Power grid:
Pins as bars on the die edge.
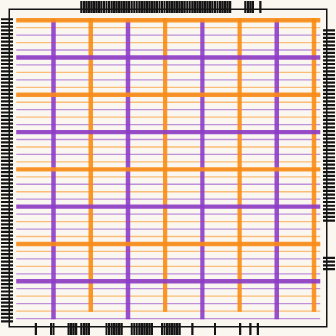
Cell classes on the final placement:
Scale bar: 20 um.
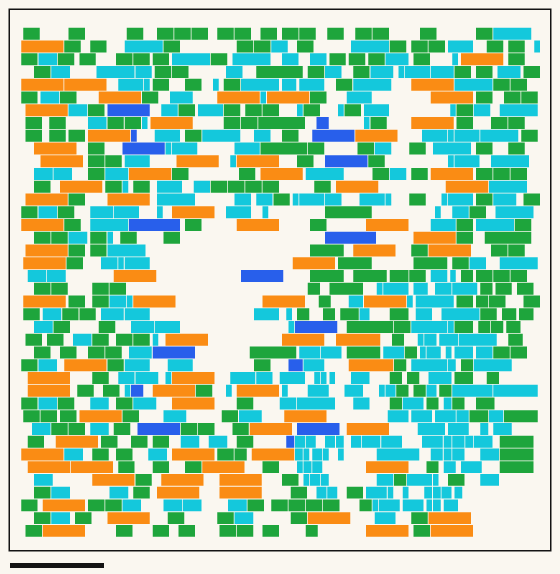
Clock distribution:
Scale bar: 20 um.
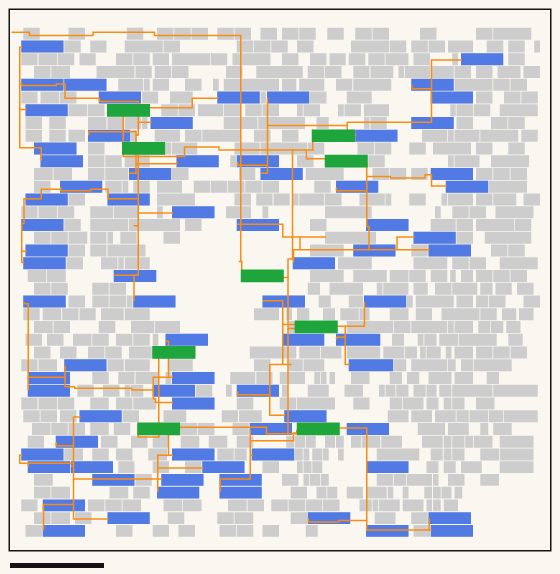
**config.mk**
```make
export PLATFORM = sky130hd
export DESIGN_NAME = dummy_rr_ctrl_flat
export DESIGN_NICKNAME = d
export VERILOG_FILES = /design/src/rtl/dummy_pkg.sv /design/src/rtl/dummy_rr_ctrl_if.sv /design/src/rtl/dummy_rr_arb.sv /design/src/rtl/dummy_rr_ctrl.sv /design/src/flat_wrapper.sv
export SDC_FILE = /design/constraint.sdc
export NUM_CORES = 1
export LEC_CHECK = 0
export ABC_CLOCK_PERIOD_IN_PS = 2750
export CORE_MARGIN = 2
export CORE_UTILIZATION = 36
export CTS_CLUSTER_SIZE = 12
export DETAILED_ROUTE_END_ITERATION = 12
export PLACE_DENSITY_LB_ADDON = 0.1
export SETUP_SLACK_MARGIN = 0.15
export SYNTH_ARGS = -nofsm -noshare
export SYNTH_HDL_FRONTEND = slang
export SYNTH_HIERARCHICAL = 1
export SYNTH_SLANG_ARGS = --single-unit
```
**constraint.sdc**
```tcl
create_clock -name clk_i -period 2.75 [get_ports clk_i]
set_input_delay 0.55 -clock clk_i [delete_from_list [all_inputs] [get_ports clk_i]]
set_output_delay 0.55 -clock clk_i [all_outputs]
set_load 0.05 [all_outputs]
```
**src/rtl/dummy_pkg.sv**
```systemverilog
// Shared types and helpers for the dummy round-robin controller.
package dummy_pkg;

    // Controller FSM states
    typedef enum logic [1:0] {
        IDLE  = 2'd0,
        ISSUE = 2'd1,
        WAIT  = 2'd2,
        RESP  = 2'd3
    } ctrl_state_e;

    // Width of a requester index; at least one bit
    function automatic int unsigned idx_width(input int unsigned num_req);
        return (num_req > 1) ? $clog2(num_req) : 1;
    endfunction

endpackage

```
**src/rtl/dummy_rr_ctrl_if.sv**
```systemverilog
// Requester-side and shared-unit-side signal bundle of dummy_rr_ctrl.
// The slave modport is the controller; master is the requesters plus the unit.
interface dummy_rr_ctrl_if #(
    parameter int unsigned NumReq    = 4,
    parameter int unsigned DataWidth = 32
);
    logic [NumReq-1:0]                req_i;
    logic [NumReq-1:0][DataWidth-1:0] data_i;
    logic [NumReq-1:0]                gnt_o;
    logic [NumReq-1:0]                rsp_valid_o;
    logic [DataWidth-1:0]             rsp_data_o;
    logic                             rsp_err_o;
    logic                             busy_o;
    logic                             sub_req_o;
    logic [DataWidth-1:0]             sub_data_o;
    logic                             sub_gnt_i;
    logic                             sub_rsp_valid_i;
    logic [DataWidth-1:0]             sub_rsp_data_i;

    modport slave (
        input  req_i, data_i, sub_gnt_i, sub_rsp_valid_i, sub_rsp_data_i,
        output gnt_o, rsp_valid_o, rsp_data_o, rsp_err_o, busy_o, sub_req_o, sub_data_o
    );

    modport master (
        output req_i, data_i, sub_gnt_i, sub_rsp_valid_i, sub_rsp_data_i,
        input  gnt_o, rsp_valid_o, rsp_data_o, rsp_err_o, busy_o, sub_req_o, sub_data_o
    );

endinterface

```
**src/rtl/dummy_rr_arb.sv**
```systemverilog
// Rotating-priority winner selection: first requester at or above the
// pointer, wrapping around. Purely combinational.
module dummy_rr_arb
    import dummy_pkg::*;
#(
    parameter int unsigned NumReq = 4,
    parameter int unsigned IdxW   = idx_width(NumReq)
) (
    input  logic [NumReq-1:0] req_i,
    input  logic [IdxW-1:0]   ptr_i,
    output logic [NumReq-1:0] gnt_o,
    output logic [IdxW-1:0]   idx_o,
    output logic              any_o
);

    // Walk the requesters starting at the pointer and keep the first hit
    always_comb begin
        int unsigned      k;
        logic [IdxW-1:0]  k_idx;
        gnt_o = '0;
        idx_o = '0;
        any_o = 1'b0;
        k     = 0;
        k_idx = '0;
        for (int unsigned i = 0; i < NumReq; i++) begin
            k     = (32'(ptr_i) + i) % NumReq;
            k_idx = IdxW'(k);
            if (!any_o && req_i[k_idx]) begin
                any_o        = 1'b1;
                gnt_o[k_idx] = 1'b1;
                idx_o        = k_idx;
            end
        end
    end

endmodule

```
**src/rtl/dummy_rr_ctrl.sv**
```systemverilog
// Round-robin controller sharing one processing unit between NumReq
// requesters: grant, issue to the unit, wait for its response, route it back.
// Optional watchdog in WAIT enabled by defining DUMMY_RR_CTRL_TIMEOUT_EN.
module dummy_rr_ctrl
    import dummy_pkg::*;
#(
    parameter int unsigned NumReq        = 4,
    parameter int unsigned DataWidth     = 32,
    parameter int unsigned TimeoutCycles = 255
) (
    input  logic           clk_i,
    input  logic           rst_ni,
    dummy_rr_ctrl_if.slave bus
);

    localparam int unsigned IdxW = idx_width(NumReq);

    // Reject unusable configurations at elaboration
    if (NumReq < 2 || TimeoutCycles < 1) begin : g_cfg_check
        $error("dummy_rr_ctrl: NumReq must be >= 2 and TimeoutCycles >= 1");
    end

    ctrl_state_e          state_q;
    logic [IdxW-1:0]      ptr_q;
    logic [IdxW-1:0]      idx_q;
    logic [DataWidth-1:0] data_q;
    logic                 sub_req_q;
    logic                 busy_q;
    logic [NumReq-1:0]    rsp_valid_q;
    logic [DataWidth-1:0] rsp_data_q;

    logic [NumReq-1:0]    arb_gnt;
    logic [IdxW-1:0]      arb_idx;
    logic                 arb_any;

    dummy_rr_arb #(
        .NumReq (NumReq),
        .IdxW   (IdxW)
    ) u_arb (
        .req_i  (bus.req_i),
        .ptr_i  (ptr_q),
        .gnt_o  (arb_gnt),
        .idx_o  (arb_idx),
        .any_o  (arb_any)
    );

`ifdef DUMMY_RR_CTRL_TIMEOUT_EN
    localparam int unsigned CntW = $clog2(TimeoutCycles + 1);

    logic [CntW-1:0] cnt_q;
    logic            rsp_err_q;
`endif

    // Controller FSM with its registered outputs and latched transaction
    always_ff @(posedge clk_i or negedge rst_ni) begin
        if (!rst_ni) begin
            state_q     <= IDLE;
            ptr_q       <= '0;
            idx_q       <= '0;
            data_q      <= '0;
            sub_req_q   <= 1'b0;
            busy_q      <= 1'b0;
            rsp_valid_q <= '0;
            rsp_data_q  <= '0;
`ifdef DUMMY_RR_CTRL_TIMEOUT_EN
            cnt_q       <= '0;
            rsp_err_q   <= 1'b0;
`endif
        end else begin
            case (state_q)
                IDLE: begin
                    if (arb_any) begin
                        idx_q     <= arb_idx;
                        data_q    <= bus.data_i[arb_idx];
                        sub_req_q <= 1'b1;
                        busy_q    <= 1'b1;
                        state_q   <= ISSUE;
                    end
                end
                ISSUE: begin
                    // A response strobe arriving here is deliberately dropped
                    if (bus.sub_gnt_i) begin
                        sub_req_q <= 1'b0;
                        state_q   <= WAIT;
`ifdef DUMMY_RR_CTRL_TIMEOUT_EN
                        cnt_q     <= '0;
`endif
                    end
                end
                WAIT: begin
                    if (bus.sub_rsp_valid_i) begin
                        rsp_data_q  <= bus.sub_rsp_data_i;
                        rsp_valid_q <= NumReq'(1) << idx_q;
                        state_q     <= RESP;
`ifdef DUMMY_RR_CTRL_TIMEOUT_EN
                        rsp_err_q   <= 1'b0;
                    end else if (cnt_q == CntW'(TimeoutCycles - 1)) begin
                        // Count reaches TimeoutCycles on this cycle: give up
                        rsp_data_q  <= '0;
                        rsp_err_q   <= 1'b1;
                        rsp_valid_q <= NumReq'(1) << idx_q;
                        state_q     <= RESP;
                    end else begin
                        cnt_q       <= cnt_q + CntW'(1);
`endif
                    end
                end
                RESP: begin
                    rsp_valid_q <= '0;
                    busy_q      <= 1'b0;
                    ptr_q       <= (idx_q == IdxW'(NumReq - 1)) ? '0 : idx_q + IdxW'(1);
                    state_q     <= IDLE;
                end
                default: begin
                    state_q <= IDLE;
                end
            endcase
        end
    end

    // Grant is combinational from the arbiter, only in IDLE and out of reset
    assign bus.gnt_o       = (rst_ni && state_q == IDLE) ? arb_gnt : '0;
    assign bus.rsp_valid_o = rsp_valid_q;
    assign bus.rsp_data_o  = rsp_data_q;
    assign bus.busy_o      = busy_q;
    assign bus.sub_req_o   = sub_req_q;
    assign bus.sub_data_o  = data_q;
`ifdef DUMMY_RR_CTRL_TIMEOUT_EN
    assign bus.rsp_err_o   = rsp_err_q;
`else
    assign bus.rsp_err_o   = 1'b0;
`endif

endmodule
```
**src/flat_wrapper.sv**
```systemverilog
// flat-port wrapper written by rule: the top's interface ports become plain ports
module dummy_rr_ctrl_flat import dummy_pkg::*;
#(
    parameter int unsigned NumReq        = 4,
    parameter int unsigned DataWidth     = 32,
    parameter int unsigned TimeoutCycles = 255
)
  (clk_i, rst_ni, bus_req_i, bus_data_i, bus_sub_gnt_i, bus_sub_rsp_valid_i, bus_sub_rsp_data_i, bus_gnt_o, bus_rsp_valid_o, bus_rsp_data_o, bus_rsp_err_o, bus_busy_o, bus_sub_req_o, bus_sub_data_o);
  dummy_rr_ctrl_if #(.NumReq(NumReq), .DataWidth(DataWidth)) bus_i ();
  input  logic clk_i;
  input  logic rst_ni;
  input wire logic [$bits(bus_i.req_i)-1:0] bus_req_i;
  input wire logic [$bits(bus_i.data_i)-1:0] bus_data_i;
  input wire logic [$bits(bus_i.sub_gnt_i)-1:0] bus_sub_gnt_i;
  input wire logic [$bits(bus_i.sub_rsp_valid_i)-1:0] bus_sub_rsp_valid_i;
  input wire logic [$bits(bus_i.sub_rsp_data_i)-1:0] bus_sub_rsp_data_i;
  output wire logic [$bits(bus_i.gnt_o)-1:0] bus_gnt_o;
  output wire logic [$bits(bus_i.rsp_valid_o)-1:0] bus_rsp_valid_o;
  output wire logic [$bits(bus_i.rsp_data_o)-1:0] bus_rsp_data_o;
  output wire logic [$bits(bus_i.rsp_err_o)-1:0] bus_rsp_err_o;
  output wire logic [$bits(bus_i.busy_o)-1:0] bus_busy_o;
  output wire logic [$bits(bus_i.sub_req_o)-1:0] bus_sub_req_o;
  output wire logic [$bits(bus_i.sub_data_o)-1:0] bus_sub_data_o;
  assign bus_i.req_i = bus_req_i;
  assign bus_i.data_i = bus_data_i;
  assign bus_i.sub_gnt_i = bus_sub_gnt_i;
  assign bus_i.sub_rsp_valid_i = bus_sub_rsp_valid_i;
  assign bus_i.sub_rsp_data_i = bus_sub_rsp_data_i;
  assign bus_gnt_o = bus_i.gnt_o;
  assign bus_rsp_valid_o = bus_i.rsp_valid_o;
  assign bus_rsp_data_o = bus_i.rsp_data_o;
  assign bus_rsp_err_o = bus_i.rsp_err_o;
  assign bus_busy_o = bus_i.busy_o;
  assign bus_sub_req_o = bus_i.sub_req_o;
  assign bus_sub_data_o = bus_i.sub_data_o;
  dummy_rr_ctrl #(.NumReq(NumReq), .DataWidth(DataWidth), .TimeoutCycles(TimeoutCycles)) u_core (.clk_i(clk_i), .rst_ni(rst_ni), .bus(bus_i));
endmodule
```
==> deck_impl_summary.md <==
Flow Results at a Glance

Run status
  – Status: complete, but fails checks
  – Failing checks: negative setup slack

Flow run
  – Max-cap violations: 0
  – Tool warnings: 40

Yosys
  – Top-count cell post-synth: dfrtp_1
  – Post-synth top cells: dfrtp_1, mux2i_1, nand2_1, mux2_1, o221ai_2
  – Ys flop type: dfrtp_1
  – Syn_nets: 542
  – Main logic family: multiplexers
  – Mux frac, synth: between 20% and 30%
  – Synth Instances: 360
  – Netlist cell types: 40
  – Adder share: just under 4%

Setup path
  – Instance count on the critical path: 9
  – RR Endpoint: u_core/bus.sub_data_o[12]
  – Crit path cell chain: inv_4 > ha_4 > mux4_2 > buf_6 > and2b_2 > a22oi_2 > o21ai_1 > and3_4 > buf_12
  – Top delay family on crit path: simple AND/OR/NAND/NOR gates
  – Slowest cell on the critical path: dfrtp_2
  – Worst Path Buf+Inv: 3
  – Reg-to-Reg Start: u_core/ptr_q[0]
  – Worst EP arrival: 2.43 ns
  – Kind of critical path: flop to output port
  – Crit path from: u_core/ptr_q[0]

Cells and area
  – Logic inverters: 10
  – Logic area: 0.00281 mm2
  – Multi-input combinational area share: 33.7%
  – Final Instance Area: about 0.0083 mm2
  – Seq Cell Count: 76
  – Commonest Layout Cell: clkdlybuf4s50_1
  – Fillers: just under 900
  – Layout cells sized above 1: about a quarter
  – Final non-filler cell total: 807
  – Ant diodes: 0
  – Clkbuf count: 10
  – Combinational gates: 249
  – Syn-to-layout area delta: 87.0%

Clocking
  – Post-CTS setup buffers: 15
  – Post-cts resize count: 58
  – CTS tree: done
  – Hold buffer count at CTS: 0
  – Clock Sinks: 76

Global route
  – Largest net degree at the start of global routing: 77
  – Initial antenna violation count: 0
  – Most Used Layer, Global Route: met2
  – First-pass GRT wire length: 22,900 um

Power and ir drop
  – Pwr per Cell Area: 1550 mW/mm2
  – Sw power: around 0.0058 W
  – Clock Power Share: 9.8%
  – Max VDD drop: 0.867 mV
  – Clk power: approximately 0.0013 W

Final timing
  – Max Transition Viols Final: 0
  – Max Freq: 335 MHz
  – Final setup vio count: 17
  – Final Worst Setup Slack: -0.232 ns
  – WHS: around 0.49 ns
  – Clock period minus worst slack: 2.98 ns

Routing
  – Met2 routed WL: 7470 um
  – Met1 WL: around 5700 um
  – Routed WL per cell: 18.4 um
  – Detailed Routing Iterations Pass 1: 4
  – WL met3: around 1400 um

Place
  – Port Buffer Count: 241
  – Cells after DPL: between 700 and 800

Die
  – Full die area: 0.0133 mm2
  – Core region area: 0.0121 mm2
Notes on 'power grid' above:
purple -> VSS
orange -> VDD
met1 rails = 41
met5 straps = 8

Notes on 'cell classes on the final placement' above:
blue -> clock drivers and dummy loads  # cells 16
cyan -> remaining logic cells  # cells 259
orange -> registers  # cells 76
green -> remaining buffers and delay cells  # cells 288

Notes on 'clock distribution' above:
blue -> flip-flops  # count 76
orange -> clock wires  # length 1,050 um
green -> clock-net drivers  # count 9
flops lie = widely spread
routed clock nets = 10

No activity file was given, so power comes from the tool's default toggle rates.
